**Run 1: routing congestion**

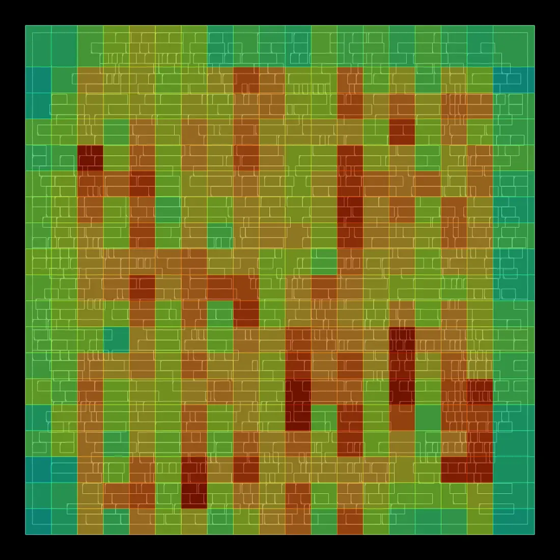
**Run 1: layout detail**

Region (91, 24) to (111, 44) µm. Cells in grey, sequential cells in the stronger grey; small squares are vias.
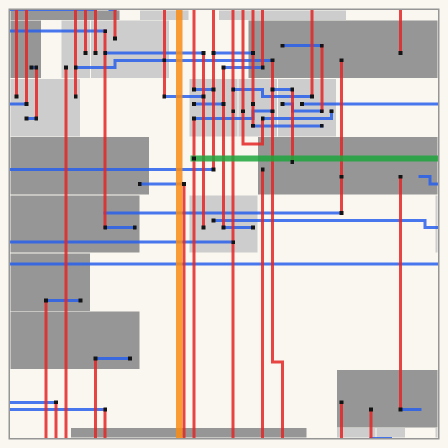
**Run 1: clock network drawn from the DEF**

Scale: 2 px per µm.
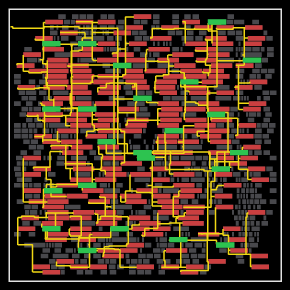
**Run 1: metal layers overlaid**

Scale: 3 px per µm.
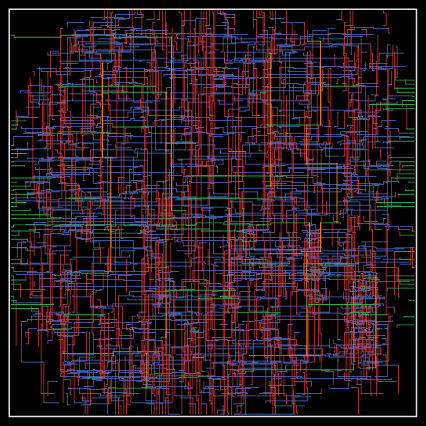
### src/rtl/dm_cache_ctrl_if.sv
// rtl/dm_cache_ctrl_if.sv - CPU request port and Ram-side port of the cache controller
interface dm_cache_ctrl_if #(
  parameter int WIDTH = 32,
  parameter int DEPTH = 4
);
  logic             cpu_req;
  logic             cpu_we;
  logic [DEPTH-1:0] cpu_addr;
  logic [WIDTH-1:0] cpu_wdata;
  logic [WIDTH-1:0] cpu_rdata;
  logic             cpu_done;
  logic             cpu_hit;
  logic             cpu_error;
  logic             cpu_busy;
  logic [DEPTH-1:0] mem_adress;
  logic [WIDTH-1:0] mem_data_in;
  logic             mem_write_enable;
  logic             mem_read_enable;
  logic [WIDTH-1:0] mem_data_out;
  logic             mem_valid_out;

  modport master (
    output cpu_req, cpu_we, cpu_addr, cpu_wdata, mem_data_out, mem_valid_out,
    input  cpu_rdata, cpu_done, cpu_hit, cpu_error, cpu_busy,
    input  mem_adress, mem_data_in, mem_write_enable, mem_read_enable
  );

  modport slave (
    input  cpu_req, cpu_we, cpu_addr, cpu_wdata, mem_data_out, mem_valid_out,
    output cpu_rdata, cpu_done, cpu_hit, cpu_error, cpu_busy,
    output mem_adress, mem_data_in, mem_write_enable, mem_read_enable
  );
endinterface

### src/rtl/dm_cache_ctrl.sv
// rtl/dm_cache_ctrl.sv - direct-mapped, write-through, no-write-allocate cache controller
// One word per line; read misses fill the line, writes always go through to Ram.
module dm_cache_ctrl #(
  parameter int WIDTH      = 32,
  parameter int DEPTH      = 4,
  parameter int INDEX_BITS = 2,
  parameter int TIMEOUT    = 15
) (
  input  logic           clk,
  input  logic           reset,
  dm_cache_ctrl_if.slave bus
);
  localparam int TAG_BITS = DEPTH - INDEX_BITS;
  localparam int LINES    = 2 ** INDEX_BITS;
  localparam int CNT_BITS = $clog2(TIMEOUT + 1);

  typedef enum logic [2:0] {IDLE, LOOKUP, WR_MEM, RD_REQ, RD_WAIT, RESP} state_t;
  state_t state, state_next;

  logic [DEPTH-1:0]    addr_q;
  logic                we_q;
  logic [WIDTH-1:0]    wdata_q;
  logic                wr_hit_q;
  logic [LINES-1:0]    line_valid;
  logic [TAG_BITS-1:0] line_tag  [LINES];
  logic [WIDTH-1:0]    line_data [LINES];
  logic [CNT_BITS-1:0] wait_cnt;

  logic [INDEX_BITS-1:0] idx;
  logic [TAG_BITS-1:0]   tag;
  logic                  hit;
  logic                  fill;
  logic                  timed_out;

  assign idx       = addr_q[INDEX_BITS-1:0];
  assign tag       = addr_q[DEPTH-1:INDEX_BITS];
  assign hit       = line_valid[idx] && (line_tag[idx] == tag);
  assign fill      = (state == RD_WAIT) && bus.mem_valid_out;
  // Counter holds the number of idle RD_WAIT cycles already spent; this edge makes it TIMEOUT.
  assign timed_out = (state == RD_WAIT) && !bus.mem_valid_out &&
                     (wait_cnt == CNT_BITS'(TIMEOUT - 1));
  assign bus.cpu_busy = (state != IDLE);

  always_ff @(posedge clk or posedge reset) begin
    if (reset) state <= IDLE;
    else       state <= state_next;
  end

  always_comb begin
    state_next           = state;
    bus.mem_write_enable = 1'b0;
    bus.mem_read_enable  = 1'b0;
    bus.mem_adress       = '0;
    bus.mem_data_in      = '0;
    case (state)
      IDLE:    if (bus.cpu_req) state_next = LOOKUP;
      LOOKUP: begin
        if (we_q)     state_next = WR_MEM;
        else if (hit) state_next = RESP;
        else          state_next = RD_REQ;
      end
      WR_MEM: begin
        bus.mem_write_enable = 1'b1;
        bus.mem_adress       = addr_q;
        bus.mem_data_in      = wdata_q;
        state_next           = RESP;
      end
      RD_REQ: begin
        bus.mem_read_enable = 1'b1;
        bus.mem_adress      = addr_q;
        state_next          = RD_WAIT;
      end
      RD_WAIT: begin
        bus.mem_read_enable = 1'b1;
        bus.mem_adress      = addr_q;
        if (fill || timed_out) state_next = RESP;
      end
      RESP:    state_next = IDLE;
      default: state_next = IDLE;
    endcase
  end

  always_ff @(posedge clk or posedge reset) begin
    if (reset) begin
      addr_q        <= '0;
      we_q          <= 1'b0;
      wdata_q       <= '0;
      wr_hit_q      <= 1'b0;
      line_valid    <= '0;
      wait_cnt      <= '0;
      bus.cpu_rdata <= '0;
      bus.cpu_done  <= 1'b0;
      bus.cpu_hit   <= 1'b0;
      bus.cpu_error <= 1'b0;
    end else begin
      // Done follows RESP by one edge so every access completes on a registered pulse.
      bus.cpu_done <= (state == RESP);
      case (state)
        IDLE: begin
          if (bus.cpu_req) begin
            addr_q  <= bus.cpu_addr;
            we_q    <= bus.cpu_we;
            wdata_q <= bus.cpu_wdata;
          end
        end
        LOOKUP: begin
          if (we_q) begin
            wr_hit_q <= hit;
          end else if (hit) begin
            bus.cpu_rdata <= line_data[idx];
            bus.cpu_hit   <= 1'b1;
            bus.cpu_error <= 1'b0;
          end
        end
        WR_MEM: begin
          bus.cpu_hit   <= wr_hit_q;
          bus.cpu_error <= 1'b0;
        end
        RD_REQ: wait_cnt <= '0;
        RD_WAIT: begin
          if (fill) begin
            line_valid[idx] <= 1'b1;
            bus.cpu_rdata   <= bus.mem_data_out;
            bus.cpu_hit     <= 1'b0;
            bus.cpu_error   <= 1'b0;
          end else begin
            wait_cnt <= wait_cnt + 1'b1;
            if (timed_out) begin
              bus.cpu_hit   <= 1'b0;
              bus.cpu_error <= 1'b1;
            end
          end
        end
        default: ;
      endcase
    end
  end

  always_ff @(posedge clk) begin
    if (state == LOOKUP && we_q && hit) line_data[idx] <= wdata_q;
    if (fill) begin
      line_tag[idx]  <= tag;
      line_data[idx] <= bus.mem_data_out;
    end
  end
endmodule

### src/flat_wrapper.sv
// flat-port wrapper written by rule: the top's interface ports become plain ports
module dm_cache_ctrl_flat 
#(
  parameter int WIDTH      = 32,
  parameter int DEPTH      = 4,
  parameter int INDEX_BITS = 2,
  parameter int TIMEOUT    = 15
)
  (clk, reset, bus_cpu_req, bus_cpu_we, bus_cpu_addr, bus_cpu_wdata, bus_mem_data_out, bus_mem_valid_out, bus_cpu_rdata, bus_cpu_done, bus_cpu_hit, bus_cpu_error, bus_cpu_busy, bus_mem_adress, bus_mem_data_in, bus_mem_write_enable, bus_mem_read_enable);
  dm_cache_ctrl_if #(.WIDTH(WIDTH), .DEPTH(DEPTH)) bus_i ();
  input  logic clk;
  input  logic reset;
  input wire logic [$bits(bus_i.cpu_req)-1:0] bus_cpu_req;
  input wire logic [$bits(bus_i.cpu_we)-1:0] bus_cpu_we;
  input wire logic [$bits(bus_i.cpu_addr)-1:0] bus_cpu_addr;
  input wire logic [$bits(bus_i.cpu_wdata)-1:0] bus_cpu_wdata;
  input wire logic [$bits(bus_i.mem_data_out)-1:0] bus_mem_data_out;
  input wire logic [$bits(bus_i.mem_valid_out)-1:0] bus_mem_valid_out;
  output wire logic [$bits(bus_i.cpu_rdata)-1:0] bus_cpu_rdata;
  output wire logic [$bits(bus_i.cpu_done)-1:0] bus_cpu_done;
  output wire logic [$bits(bus_i.cpu_hit)-1:0] bus_cpu_hit;
  output wire logic [$bits(bus_i.cpu_error)-1:0] bus_cpu_error;
  output wire logic [$bits(bus_i.cpu_busy)-1:0] bus_cpu_busy;
  output wire logic [$bits(bus_i.mem_adress)-1:0] bus_mem_adress;
  output wire logic [$bits(bus_i.mem_data_in)-1:0] bus_mem_data_in;
  output wire logic [$bits(bus_i.mem_write_enable)-1:0] bus_mem_write_enable;
  output wire logic [$bits(bus_i.mem_read_enable)-1:0] bus_mem_read_enable;
  assign bus_i.cpu_req = bus_cpu_req;
  assign bus_i.cpu_we = bus_cpu_we;
  assign bus_i.cpu_addr = bus_cpu_addr;
  assign bus_i.cpu_wdata = bus_cpu_wdata;
  assign bus_i.mem_data_out = bus_mem_data_out;
  assign bus_i.mem_valid_out = bus_mem_valid_out;
  assign bus_cpu_rdata = bus_i.cpu_rdata;
  assign bus_cpu_done = bus_i.cpu_done;
  assign bus_cpu_hit = bus_i.cpu_hit;
  assign bus_cpu_error = bus_i.cpu_error;
  assign bus_cpu_busy = bus_i.cpu_busy;
  assign bus_mem_adress = bus_i.mem_adress;
  assign bus_mem_data_in = bus_i.mem_data_in;
  assign bus_mem_write_enable = bus_i.mem_write_enable;
  assign bus_mem_read_enable = bus_i.mem_read_enable;
  dm_cache_ctrl #(.WIDTH(WIDTH), .DEPTH(DEPTH), .INDEX_BITS(INDEX_BITS), .TIMEOUT(TIMEOUT)) u_core (.clk(clk), .reset(reset), .bus(bus_i));
endmodule
### config.mk
export PLATFORM = sky130hd
export DESIGN_NAME = dm_cache_ctrl_flat
export DESIGN_NICKNAME = d
export VERILOG_FILES = /design/src/rtl/dm_cache_ctrl_if.sv /design/src/rtl/dm_cache_ctrl.sv /design/src/flat_wrapper.sv
export SDC_FILE = /design/constraint.sdc
export NUM_CORES = 1
export LEC_CHECK = 0
export CORE_MARGIN = 1.5
export CORE_UTILIZATION = 54
export DETAILED_ROUTE_END_ITERATION = 10
export GPL_TIMING_DRIVEN = 0
export PLACE_DENSITY_LB_ADDON = 0.08
export SETUP_SLACK_MARGIN = 0.05
export SYNTH_ARGS = -nofsm -noshare
export SYNTH_HDL_FRONTEND = slang
export SYNTH_SLANG_ARGS = --single-unit
### constraint.sdc
create_clock -name clk -period 5.2 [get_ports clk]
set_input_delay 0.78 -clock clk [delete_from_list [all_inputs] [get_ports clk]]
set_output_delay 0.78 -clock clk [all_outputs]
set_load 0.02 [all_outputs]
==> run notes, run 1 <==
run results: Critical Path AT 3250 ps, f_max 0.248 GHz, Core Util at FP 55.0%, Root Buffer clkbuf_16, synthesized netlist cell count 620, asr flop ratio synth 38.2%, Min-Delay Path Class reg2reg, met1 Usage GRT 33.0%, share of layout cells above drive strength 1 25.2%, Slowest-stage cell, CP nor2_1, I/O Pins 147, routability congestion estimate 0.781, Period Utilization, post-route 77.4%, number of enable flip-flop cells 136, status finished, final reports clean, Worst Tran Pin Value 1150 ps, vias in the first global route 6231, CP Capture Type output port, Routed Antenna Nets 0, synth cell count leaders 136 x edfxtp_1, 105 x nand2_1, 97 x mux2_2, switching part of the total 32.1%, DR top layer met4, Setup CP Type reg2out, sequential power 2720 µW, register share of total power 37.8%, CTS tree yes
Back to the opening pictures, 'routing congestion':
post-DR wirelength/cell: 20.7 µm
GRT Util Overall: 24.7%
busiest layer in global routing: met2
met2 global-route usage: 42.0%
final core utilization: 70.8%

Back to the opening pictures, 'layout detail':
[metal 1] blue
[metal 4] orange
[metal 3] green
[metal 2] red
most frequent: dfrtp_1 (4), mux2i_1 (2), edfxtp_1 (2)
netlist names of flops here include: u_core.line_data (2)
cells with their middle in the window: 13
sequential cells in the window: 6

Back to the opening pictures, 'clock network drawn from the DEF':
[clock wires] yellow | length: 2640 µm
[flip-flops] red | count: 220
[clock drivers] green | count: 23
routed clock nets: 24
flops lie: widely spread
clock share of power: 24.3%
Layout Skew: 13.5 ps

Back to the opening pictures, 'metal layers overlaid':
[metal 2] red | wire length: 11000 µm
[metal 1] blue | wire length: 8830 µm
[metal 3] green | wire length: 1240 µm
[metal 4] orange | wire length: 479 µm
Post-Route WL: 21.5 mm
via count: 5784

-- run 1: final timing paths --
check                                     startpoint                 endpoint  slack, ps  cells after the start
worst min-delay path            u_core.line_valid[2]     u_core.line_valid[2]        470                      1
worst max register to register       u_core.state[1]  u_core.line_data[0][19]       1720                      7
min in group asynchronous                      reset       u_core.wdata_q[18]        640                      2
worst min register to register  u_core.line_valid[2]     u_core.line_valid[2]        470                      1
worst max-delay path                 u_core.state[0]       bus_mem_data_in[4]       1170                      7
max in group asynchronous                      reset       u_core.wdata_q[31]       3920                      3
-- run 1: final cells by class --
class | instances | area [µm²]
clock buffer | 25 | 593
tap | 225 | 282
inverter | 9 | 36.3
timing repair buffer | 154 | 1600
buffer | 31 | 181
clock inverter | 16 | 206
fill | 1159 | 5020
multi-input combinational | 360 | 3070
sequential | 220 | 6190
-- run 1: sequential cells by signal, summed over array words and instances, names as in the netlist, 3 cells and up --
| register | cells |
|---|---|
| u_core.state | 3 |
| u_core.wdata_q | 32 |
| u_core.line_data | 128 |
| u_core.wait_cnt | 4 |
| u_core.addr_q | 4 |
| u_core.line_valid | 4 |
| u_core.line_tag | 8 |
| u_core.bus.cpu_rdata | 32 |
-- run 1: per-stage QoR --
step / utilization [%] / instance area [µm²]
2_1_floorplan: - / 9440
3_3_place_gp: 65.1 / 11200
3_5_place_dp: 66.1 / 11400
4_1_cts: 70.8 / 12200
5_1_grt: 70.8 / 12200
6_report: 70.8 / 12200
-- run 1: worst max-delay path, delay by kind of cell (launching register included) --
family                 cells  cell delay (ps)
buffers and inverters      4             1410
flip-flops                 1              350
AND/OR/NAND/NOR            3              960
-- run 1: placed cells by master (no fill, tap or decap), types with 2 or more instances in the layout --
| cell type | n |
|---|---|
| clkdlybuf4s50_1 | 146 |
| edfxtp_1 | 136 |
| nand2_1 | 105 |
| mux2_2 | 97 |
| dfrtp_1 | 84 |
| mux4_2 | 33 |
| and2_1 | 32 |
| clkbuf_16 | 23 |
| nor2_1 | 19 |
| clkbuf_1 | 17 |
| a21oi_1 | 11 |
| buf_6 | 11 |
| inv_1 | 8 |
| clkinv_2 | 8 |
| buf_2 | 7 |
| o21ai_0 | 6 |
| mux2i_1 | 6 |
| nand2b_1 | 5 |
| nor2b_1 | 5 |
| bufinv_16 | 5 |
| or2_2 | 4 |
| xor2_1 | 3 |
| nand4_1 | 3 |
| mux2_4 | 3 |
| nor2_4 | 3 |
| a31oi_1 | 2 |
| nand3_1 | 2 |
| and3_1 | 2 |
| nor3_1 | 2 |
| o22ai_1 | 2 |
| a311oi_1 | 2 |
| ha_1 | 2 |
| clkinv_1 | 2 |
| buf_16 | 2 |
| buf_12 | 2 |
-- run 1: cells by family (layout without fill, tap and decap cells) --
group | Yosys count | count (layout) | synth area share [%]
DFF | 220 | 220 | 65.5
and+or+nand+nor | 185 | 185 | 8.84
muxes | 140 | 140 | 20.7
buffers and inverters | 40 | 235 | 2.28
AOI/OAI and AO/OA | 30 | 30 | 2.13
xor gates and xnor gates | 3 | 3 | 0.278
adders and majority gates | 2 | 2 | 0.265
==> run 1 -> run 2 <==
Settings changed: CORE_UTILIZATION 54 to 49.
Clock period 5.2 ns to 3.7 ns, I/O delays scaled along.
==> run 2 against run 1 <==
  * Power rose by 39%
  * Count of clock-buffer cells in the layout up 3
  * Final cell count rose by 3.3%
  * Utilization down 6.0 points
  * Largest cell class unchanged
==> run notes, run 2 <==
run results: final instance area 12200 µm², synthesized netlist cell count 620, Min-Delay Path Class in2async, CP max stage delay 970 ps, status finished, final reports clean, Placed Area 11400 µm², DP Wirelength 14.7 mm, asr flop ratio synth 38.2%, Core Util at FP 50.1%, Critical Path AT 3680 ps, Fill cells 1363, r2r setup slk 360 ps, Pre-antenna DRT Iters 4, vias in the first global route 6015, Root Buffer clkbuf_16, register share after synthesis 65.5%, number of enable flip-flop cells 136, CTS tree yes, routability congestion estimate 0.841, Worst Tran Pin Value 1200 ps, Setup CP Type in2reg, most frequent cells in the layout 146 x clkdlybuf4s50_1, 136 x edfxtp_1, 105 x nand2_1, CP Capture Type flip-flop, Largest regs u_core.line_data (128), u_core.bus.cpu_rdata (32), u_core.wdata_q (32), Slowest-stage cell, CP nor3_1, max reg flops 128, Period Utilization, post-route 94.0%, Largest Register u_core.line_data, synth cell count leaders 136 x edfxtp_1, 105 x nand2_1, 97 x mux2_2, I/O Pins 147, f_max 0.288 GHz, share of layout cells above drive strength 1 26.0%
## run 2: cell counts after synthesis
Identical to the previous run, type by type.
## run 2: per-stage QoR
step / hold slack (ps) / total power, µW / utilization [%]
2_1_floorplan: 434 / 6300 / -
4_1_cts: 384 / 10100 / 64.7
3_3_place_gp: 451 / 7550 / 59.6
5_1_grt: 415 / 10500 / 64.8
3_5_place_dp: 450 / 7740 / 60.6
6_report: 376 / 10000 / 64.8
## run 2: layout make-up
| class | instances | area, µm² | area share [%] |
|---|---|---|---|
| sequential | 220 | 6190 | 50.7 |
| multi-input combinational | 360 | 3080 | 25.2 |
| timing repair buffer | 152 | 1610 | 13.2 |
| clock buffer | 28 | 644 | 5.28 |
| tap | 260 | 325 | 2.67 |
| buffer | 31 | 186 | 1.53 |
| clock inverter | 14 | 135 | 1.11 |
| inverter | 9 | 36.3 | 0.298 |
## run 2: final timing paths
path | start | endpoint | cells after the start
max | bus_mem_valid_out | u_core.line_data[0][15] | 7
min | reset | u_core.bus.cpu_rdata[11] | 2
max reg2reg | u_core.state[1] | u_core.line_data[0][15] | 6
min reg2reg | u_core.bus.cpu_rdata[0] | u_core.bus.cpu_rdata[0] | 1
max in group asynchronous | reset | u_core.wdata_q[25] | 3
min in group clk | u_core.bus.cpu_rdata[0] | u_core.bus.cpu_rdata[0] | 1
## run 2: per-layer routing
layer	global-route usage (%)	routed length (µm)	vias to the layer above	share of wire, %
met1	31.8	9970	2855	46
met5	0	0	-	0
met2	36.3	10500	182	48
met4	5.15	341	0	1.6
li1	-	-	2616	-
met3	3.17	986	30	4.5
## run 2: kinds of logic (layout without fill, tap and decap cells)
family | after synthesis | after routing | share of synthesized area (%)
AND-OR/OR-AND | 30 | 30 | 2.13
AND/OR/NAND/NOR | 185 | 185 | 8.84
XOR/XNOR | 3 | 3 | 0.278
multiplexers | 140 | 140 | 20.7
flip-flops | 220 | 220 | 65.5
buffers and inverters | 40 | 234 | 2.28
adder cells (fa/ha/maj) | 2 | 2 | 0.265
## run 2: power by group
part	internal (µW)	total [µW]	switching [µW]
Combinational	1910	3850	1940
Sequential	3460	3820	359
Clock	1380	2340	952
Total	6750	10000	3260
## run 2: critical path: cells and delay by family
family	cells	cell delay [ps]
AND-OR/OR-AND	1	440
buffers and inverters	4	1190
AND/OR/NAND/NOR	2	1470
**Run 2: metal layers overlaid**

Scale: 3 px per µm.
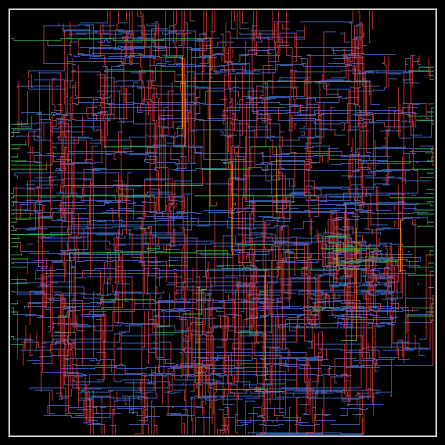
[metal 3] green | wire length: 987 µm
[metal 4] orange | wire length: 341 µm
[metal 2] red | wire length: 10500 µm
[metal 1] blue | wire length: 9970 µm
via count: 5683
GRT Util Overall: 22.2%
Post-Route WL: 21.8 mm
post-DR wirelength/cell: 20.3 µm

**Run 2: clock network drawn from the DEF**

Scale: 2 px per µm.
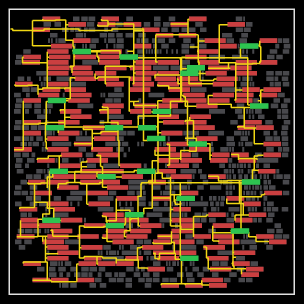
[clock wires] yellow | length: 2590 µm
[clock drivers] green | count: 23
[flip-flops] red | count: 220
routed clock nets: 24
flops lie: widely spread
Clock group: 2340 µW
clk_lat worst skew: 500 ps
Layout Skew: 7.65 ps
clock share of power: 23.4%

==> run 2 -> run 3 <==
Settings changed: PLACE_DENSITY from default to 0.79, PLACE_DENSITY_LB_ADDON 0.08 to default.
==> run 3 against run 2 <==
  * Critical path depth stayed put
  * Area after synthesis stayed put
  * Clock power is 4% lower
  * Design area fell by 0.23%
  * Setup slack lost 39 ps
  * Sequential cell count is the same
  * Critical path type is now reg2out
  * Largest power group unchanged
==> run notes, run 3 <==
run results: Largest Register u_core.line_data, post-DR wirelength/cell 20.2 µm, via count 5858, synthesized netlist cell count 620, Fill cells 1349, synth cell count leaders 136 x edfxtp_1, 105 x nand2_1, 97 x mux2_2, Worst Tran Pin Value 1120 ps, clk_lat worst skew 510 ps, WHS 350 ps, MUX share of area 20.7%, Startpoint Class flip-flop, Gate Area 3080 µm², Total Power 9930 µW, CP max FO 10, GRT Util Overall 22.3%, # Cells Yosys 620, Root Buffer clkbuf_16, worst slack at placement -162 ps, post-route setup slack 185 ps, Register Area 6190 µm², Setup CP Type reg2out, Slew HR 24.6%, MaxCap Viol Count 0, Min-Delay Path Class in2async, Period Utilization, post-route 95.0%, register share after synthesis 65.5%, vias in the first global route 6369, share of layout cells above drive strength 1 25.0%, min Tclk post-route 3520 ps, Core Util at FP 50.1%, Adder Area Share 0.265%, Largest regs u_core.line_data (128), u_core.bus.cpu_rdata (32), u_core.wdata_q (32), asr flop ratio synth 38.2%, most frequent cells in the layout 146 x clkdlybuf4s50_1, 136 x edfxtp_1, 105 x nand2_1, I/O Pins 147, yosys simple share 8.84%, status finished, final reports clean, DP Wirelength 14.6 mm, xor+xnor area frac 0.278%, most frequent logic cell in the layout clkdlybuf4s50_1, number of enable flip-flop cells 136, routability congestion estimate 0.797, Critical Path AT 2960 ps, CP Capture Type output port, Main logic family multiplexers, Pre-antenna DRT Iters 5, Complex Gates by Area 2.13%, max reg flops 128
## run 3: path summary, 6_finish.rpt
path | depth (start not counted) | slack (ps) | start | end
min in group clk | 1 | 490 | u_core.line_valid[0] | u_core.line_valid[0]
hold / removal | 2 | 350 | reset | u_core.wdata_q[21]
setup / recovery | 7 | 180 | u_core.state[0] | bus_mem_data_in[5]
max in group asynchronous | 3 | 2670 | reset | u_core.wdata_q[30]
hold reg to reg | 1 | 490 | u_core.line_valid[0] | u_core.line_valid[0]
setup reg to reg | 5 | 440 | u_core.state[1] | u_core.line_data[1][14]
## run 3: cell families (layout without fill, tap and decap cells)
kind of cell	after synthesis	in the layout
XOR/XNOR	3	3
AND-OR/OR-AND	30	30
AND/OR/NAND/NOR	185	185
flip-flops	220	220
buffers and inverters	40	233
adder cells (fa/ha/maj)	2	2
multiplexers	140	140
## run 3: final cells by class
| type | instances | area share, % |
|---|---|---|
| sequential | 220 | 50.8 |
| multi-input combinational | 360 | 25.3 |
| timing repair buffer | 152 | 13.4 |
| clock buffer | 31 | 5.22 |
| tap | 260 | 2.67 |
| buffer | 31 | 1.51 |
| clock inverter | 10 | 0.812 |
| inverter | 9 | 0.298 |
## run 3: per-stage QoR
step	util, %	instance area, µm²
3_5_place_dp	60.7	11400
2_1_floorplan	-	9450
5_1_grt	64.6	12200
3_3_place_gp	59.6	11200
4_1_cts	64.6	12200
6_report	64.6	12200
## run 3: report_power, final
part           internal, µW  switching, µW
registers              3460            370
clock network          1340            906
logic                  1910           1950
## run 3: routing by layer
metal | track usage (%) | share of wire [%]
met3 | 3.64 | 6.5
met1 | 29.3 | 41
met5 | 0 | 0
met2 | 38.6 | 50
met4 | 6.24 | 2.7
## run 3: what timing repair did
action	in CTS	in global routing
resized	1	4
gates cloned	0	0
setup endpoints to repair	24	6
pin swaps	0	0
## run 3: worst max-delay path, stage by stage (launching register included)
cell and delay [ps]:
dfrtp_1 350, buf_2 160, inv_1 170, nand2_1 110, nor2_2 400, clkbuf_1 430
and2_1 220, clkdlybuf4s50_1 610
**Run 3: layout detail**

Region (96, 25) to (116, 45) µm. Cells in grey, sequential cells in the stronger grey; small squares are vias.
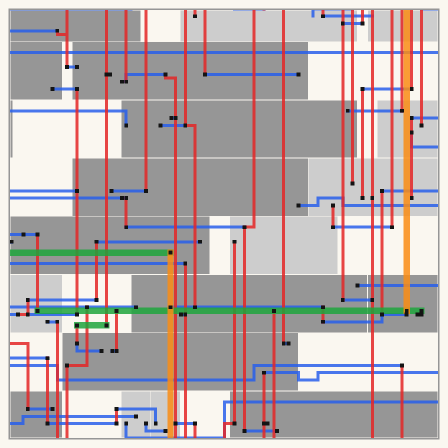
[metal 1] blue
[metal 3] green
[metal 4] orange
[metal 2] red
cells with their middle in the window: 14
sequential cells in the window: 8
netlist names of flops here include: u_core.line_data (8)
most frequent: edfxtp_1 (8), nand2_1 (2), mux4_2 (2)

**Run 3: clock network drawn from the DEF**

Scale: 2 px per µm.
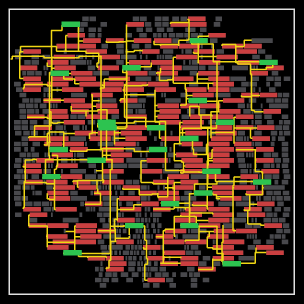
[clock wires] yellow | length: 2540 µm
[flip-flops] red | count: 220
[clock drivers] green | count: 23
flops lie: widely spread
routed clock nets: 24
Layout Skew: 12.0 ps
clock share of power: 22.6%
Clock group: 2250 µW

No activity file was given, so power comes from the tool's default toggle rates.
